==> src/rtl/free_list_pkg.sv <==
// Shared sizing constants and the retire-to-free-list packet for the 3-way pipeline.
package free_list_pkg;

  localparam int unsigned PR_DEFAULT      = 6;
  localparam int unsigned FL_SIZE_DEFAULT = (1 << PR_DEFAULT) - 32;
  localparam int unsigned WAYS_DEFAULT    = 3;

  // One retiring ROB entry as seen by the free list.
  typedef struct packed {
    logic                  valid;
    logic [PR_DEFAULT-1:0] told;
  } free_list_retire_t;

endpackage

==> src/rtl/free_list_retire_compact.sv <==
// Prefix-popcount of retire valids: per-way write offset into the tail and the total freed.
module free_list_retire_compact #(
  parameter int unsigned WAYS = 3,
  parameter int unsigned CW   = $clog2(WAYS + 1)
) (
  input  logic [WAYS-1:0]         valid,
  output logic [WAYS-1:0][CW-1:0] offset,
  output logic [CW-1:0]           num
);

  always_comb begin
    num = '0;
    for (int unsigned w = 0; w < WAYS; w++) begin
      offset[w] = num;
      num       = num + CW'(valid[w]);
    end
  end

endmodule

==> src/rtl/free_list.sv <==
// Physical-register free list: circular tag buffer with speculative and architectural heads.
module free_list
  import free_list_pkg::*;
#(
  parameter int unsigned PR      = PR_DEFAULT,
  parameter int unsigned FL_SIZE = FL_SIZE_DEFAULT,
  parameter int unsigned WAYS    = WAYS_DEFAULT
) (
  input  logic                          clock,
  input  logic                          reset,
  input  logic [1:0]                    dispatch_num,
  input  logic [WAYS-1:0]               retire_valid,
  input  logic [WAYS-1:0][PR-1:0]       retire_told,
  input  logic                          squash,
  output logic [WAYS-1:0][PR-1:0]       free_pr,
  output logic [$clog2(FL_SIZE+1)-1:0]  free_count,
  output logic [WAYS-1:0]               struct_stall
);

  // FL_SIZE must be a power of two so pointer arithmetic wraps naturally.
  localparam int unsigned PW   = $clog2(FL_SIZE);
  localparam int unsigned CNTW = $clog2(FL_SIZE + 1);
  localparam int unsigned CW   = $clog2(WAYS + 1);

  logic [PR-1:0]   storage_q [FL_SIZE];
  logic [PW-1:0]   spec_head_q, spec_head_d;
  logic [PW-1:0]   arch_head_q, arch_head_d;
  logic [PW-1:0]   tail_q, tail_d;
  logic [CNTW-1:0] count_q, count_d;

  logic [1:0]                 disp_eff;
  logic [WAYS-1:0][CW-1:0]    wr_off;
  logic [CW-1:0]              ret_num;
  logic [PW-1:0]              wr_idx [WAYS];

  free_list_retire_compact #(
    .WAYS (WAYS),
    .CW   (CW)
  ) u_compact (
    .valid  (retire_valid),
    .offset (wr_off),
    .num    (ret_num)
  );

  always_comb begin
    disp_eff = dispatch_num;
    if (CNTW'(dispatch_num) > count_q) begin
      disp_eff = count_q[1:0];
    end

    for (int unsigned w = 0; w < WAYS; w++) begin
      wr_idx[w] = tail_q + PW'(wr_off[w]);
    end

    tail_d      = tail_q + PW'(ret_num);
    arch_head_d = arch_head_q + PW'(ret_num);
    if (squash) begin
      // Recover to post-retire architectural state; in-flight slots were never overwritten.
      spec_head_d = arch_head_d;
      count_d     = CNTW'(FL_SIZE);
    end else begin
      spec_head_d = spec_head_q + PW'(disp_eff);
      count_d     = count_q + CNTW'(ret_num) - CNTW'(disp_eff);
    end
  end

  always_ff @(posedge clock or posedge reset) begin
    if (reset) begin
      spec_head_q <= '0;
      arch_head_q <= '0;
      tail_q      <= '0;
      count_q     <= CNTW'(FL_SIZE);
      for (int unsigned i = 0; i < FL_SIZE; i++) begin
        storage_q[i] <= PR'((2 ** PR) - FL_SIZE + i);
      end
    end else begin
      spec_head_q <= spec_head_d;
      arch_head_q <= arch_head_d;
      tail_q      <= tail_d;
      count_q     <= count_d;
      for (int unsigned w = 0; w < WAYS; w++) begin
        if (retire_valid[w]) begin
          storage_q[wr_idx[w]] <= retire_told[w];
        end
      end
    end
  end

  always_comb begin
    for (int unsigned w = 0; w < WAYS; w++) begin
      free_pr[w]      = storage_q[spec_head_q + PW'(w)];
      struct_stall[w] = (count_q <= CNTW'(w));
    end
    free_count = count_q;
  end

  always_ff @(posedge clock) begin
    if (!reset && !squash) begin
      assert (CNTW'(dispatch_num) <= count_q)
        else $warning("free_list: dispatch_num %0d exceeds free count %0d, clamped",
                      dispatch_num, count_q);
    end
  end

endmodule

==> config.mk <==
export PLATFORM = sky130hd
export DESIGN_NAME = free_list
export DESIGN_NICKNAME = d
export VERILOG_FILES = /design/src/rtl/free_list_pkg.sv /design/src/rtl/free_list_retire_compact.sv /design/src/rtl/free_list.sv
export SDC_FILE = /design/constraint.sdc
export NUM_CORES = 1
export LEC_CHECK = 0
export ABC_AREA = 0
export CAP_MARGIN = 20
export CORE_MARGIN = 8
export CORE_UTILIZATION = 25
export DETAILED_ROUTE_END_ITERATION = 12
export GPL_TIMING_DRIVEN = 0
export PLACE_DENSITY_LB_ADDON = 0.08
export REMOVE_ABC_BUFFERS = 1
export SYNTH_ARGS = -nofsm -noshare
export SYNTH_HDL_FRONTEND = slang
export SYNTH_SLANG_ARGS = --single-unit
==> constraint.sdc <==
create_clock -name clock -period 7.22 [get_ports clock]
set_input_delay 1.083 -clock clock [delete_from_list [all_inputs] [get_ports clock]]
set_output_delay 1.083 -clock clock [all_outputs]
set_load 0.005 [all_outputs]
==> highlights.md, run 1 <==
## Outcome
• **status** finished, final reports clean

## Die
• **FP Core Util** 25.06%

## Power
• **Int Pwr** 7.167 mW
• **portion of total power attributed to combinational logic** 64.2%
• **clk pwr** 1.70 mW
• **Top power group** combinational cells
• **power per cell area** 602.5 nW/um^2
• **standby leakage power** 8.502 nW

## Global route
• **overall overflow remaining after global route** 0
• **GR Util met3** 2.971%
• **via count of the first global-routing pass** 15310
• **global routing usage on met1** 30.18%
• **maximum number of pins on one net before global-route repair** 95

## Route
• **WL met3** 5.274 mm
• **total length of routed met2 wires** 41.71 mm
• **detailed-router iteration count before antenna repair** 5

## Logic synthesis
• **Compound-Gate Fraction of Synth Area** 13.98%
• **simple logic cell fraction of the synthesized area** 8.510%
• **top cells by area, synth** sky130_fd_sc_hd__mux4_2, sky130_fd_sc_hd__dfstp_2, sky130_fd_sc_hd__mux2_2
• **largest family of logic cells by area** multiplexers

## Worst setup path
• **classification of the worst setup path** flop to output pin
• **total number of cells along the worst setup path** 8
• **number of buffers and inverters on the critical path** 3
• **biggest cell delay along the critical path** 0.99 ns

## Finish
• **Top cell excl fill/tap** sky130_fd_sc_hd__mux2_2
• **Synth-to-Final Area Change** 16.40%
• **flip-flop count of the largest register, all copies and words added** 192
• **Top reg by flops** storage_q
• **Gate Area** 12670 um^2
• **largest cell class by area** logic gates
• **clock network contribution to total cell area** 5.020%

## Placed design
• **total placed instance area** 20840 um^2
• **Setup WS pre-CTS** 1.716 ns

## Worst hold path
• **destination of the worst hold path** arch_head_q[4]
• **type of the most critical hold path** flop to flop

## Clock tree
• **clock buffers created by TritonCTS** 31
• **clk root buf** sky130_fd_sc_hd__clkbuf_16
• **CTS Hold Bufs** 0

Figure 1. Cell outlines without signal wires (run 1).
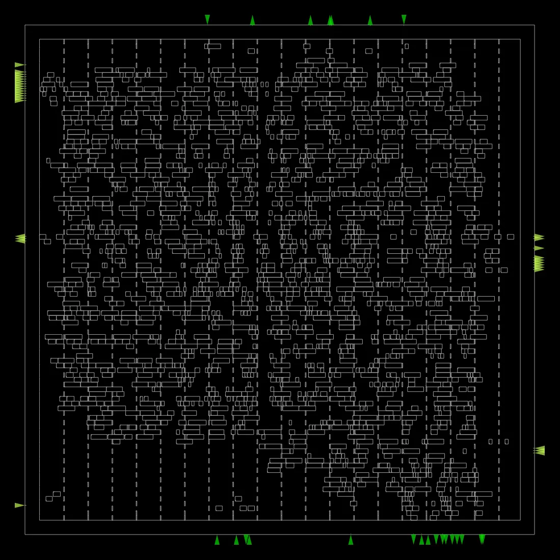
area of the core region: 75440 um^2
std cell rows: 101
inserted tap cell count: 978
non-filler instance count after layout: 2690

Figure 2. M3 wires (run 1).
The bar under the picture is 100 um long.
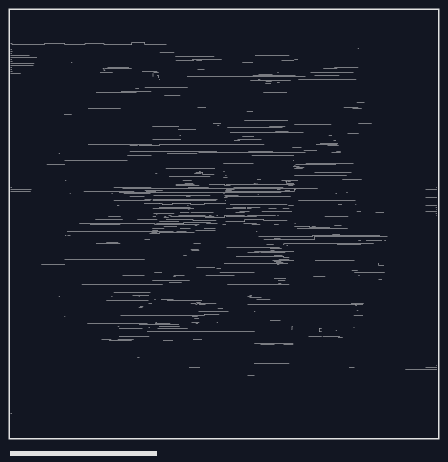
share of all routed wire = 5.7%
nets with wire on the layer = 240

Figure 3. Placement by cell class (run 1).
Fill, decap, tap and diode cells in grey.
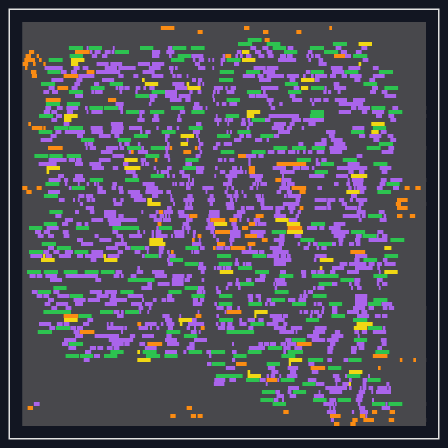
clock drivers and dummy loads -> yellow  # cells 58, share of their area 5.3%
other buffers and delay cells -> orange  # cells 111, share of their area 7.0%
flip-flops -> green  # cells 213, share of their area 26%
all other logic -> purple  # cells 1326, share of their area 61%
final standard cell area without fillers: 22010 um^2
utilization after layout: 29.17%
Seq area share: 24.91%

Figure 4. Wires at chosen ports, followed through buffers (run 1).
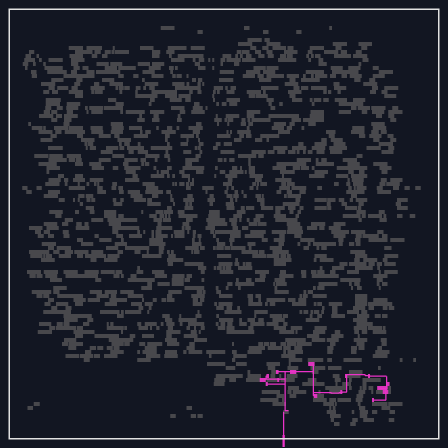

--- run 2 (diff from run 1) ---
clock period = 5.32 ns   (was 7.22 ns; I/O delays follow)
Figure 5. Wires at chosen ports, followed through buffers (run 2).
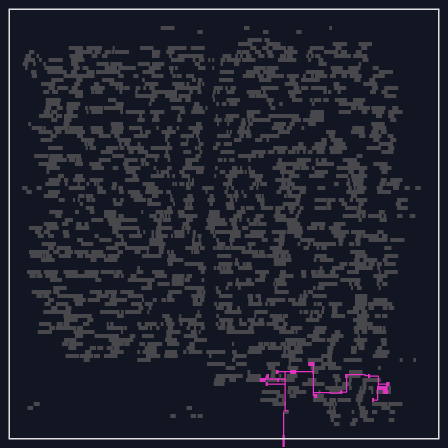
squash -> magenta  # bits 1, direction input, end cells 16, buffers 1, wire 215 um

Figure 6. M3 wires (run 2).
The bar under the picture is 100 um long.
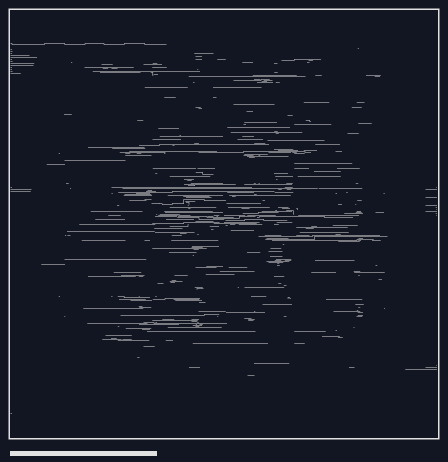
nets with wire on the layer = 244
wire length on this layer = 5620 um

==> run 2 against run 1 <==
- final cell count hardly changed
- sequential cell count is the same
- design area up 0.39%
- sequential share of layout area decreased by 0.096 points
- worst hold slack barely moved
- clock skew is 0.0012 ns lower
- via count grew 0.19%
- non-clock buffer count rose by 5
- global-route usage rose by 0.13 points
- die size stayed put
- clock power is 36% higher
==> highlights.md, run 2 <==
## Outcome
• **status** finished, final reports clean

## Logic synthesis
• **count of instantiated cells in the yosys netlist** 1713
• **largest family of logic cells by area** multiplexers
• **Seq/Total Area, Yosys** 28.94%
• **top cells by area, synth** sky130_fd_sc_hd__mux4_2, sky130_fd_sc_hd__dfstp_2, sky130_fd_sc_hd__mux2_2
• **number of flops mapped to enable cells by yosys** 0
• **simple logic cell fraction of the synthesized area** 8.510%

## Worst setup path
• **total number of cells along the worst setup path** 8
• **classification of the worst setup path** flop to output pin
• **biggest cell delay along the critical path** 0.70 ns

## Finish
• **utilization after layout** 29.28%
• **Seq area share** 24.81%
• **largest cell class by area** logic gates
• **non-filler instance count after layout** 2692
• **Top reg by flops** storage_q
• **Gate Area** 12670 um^2
• **Synth-to-Final Area Change** 16.85%
• **clock network contribution to total cell area** 5.001%
• **flip-flop count of the largest register, all copies and words added** 192

## Final timing
• **final clock skew** 0.02986 ns
• **accumulated negative setup slack** 0 ns

## Worst hold path
• **destination of the worst hold path** arch_head_q[4]
• **type of the most critical hold path** flop to flop

## Placed design
• **total placed instance area** 20840 um^2
• **Setup WS pre-CTS** 0.1005 ns
• **count of buffers from port buffering** 52

## Route
• **average via count per standard cell** 5.804
• **detailed-router iteration count before antenna repair** 5
• **WL met3** 5.617 mm
• **total length of routed met2 wires** 41.68 mm

## Power
• **power per cell area** 819.5 nW/um^2
• **Int Pwr** 9.788 mW
• **clk pwr** 2.32 mW
• **portion of total power attributed to combinational logic** 64.7%

## Die
• **area of the core region** 75440 um^2
• **die area** 84680 um^2
• **std cell rows** 101
• **FP Core Util** 25.06%
• **inserted tap cell count** 978

## Global route
• **overall overflow remaining after global route** 0
• **global route hottest layer** met2
• **via count of the first global-routing pass** 15390
• **maximum number of pins on one net before global-route repair** 95
• **GR Util met3** 3.253%
• **global routing usage on met1** 30.05%

## Clock tree
• **CTS Hold Bufs** 0
• **TritonCTS clock tree** yes
• **clk root buf** sky130_fd_sc_hd__clkbuf_16
• **clock buffers created by TritonCTS** 31

Power figures rest on the tool's default switching activity, not on a simulated workload.
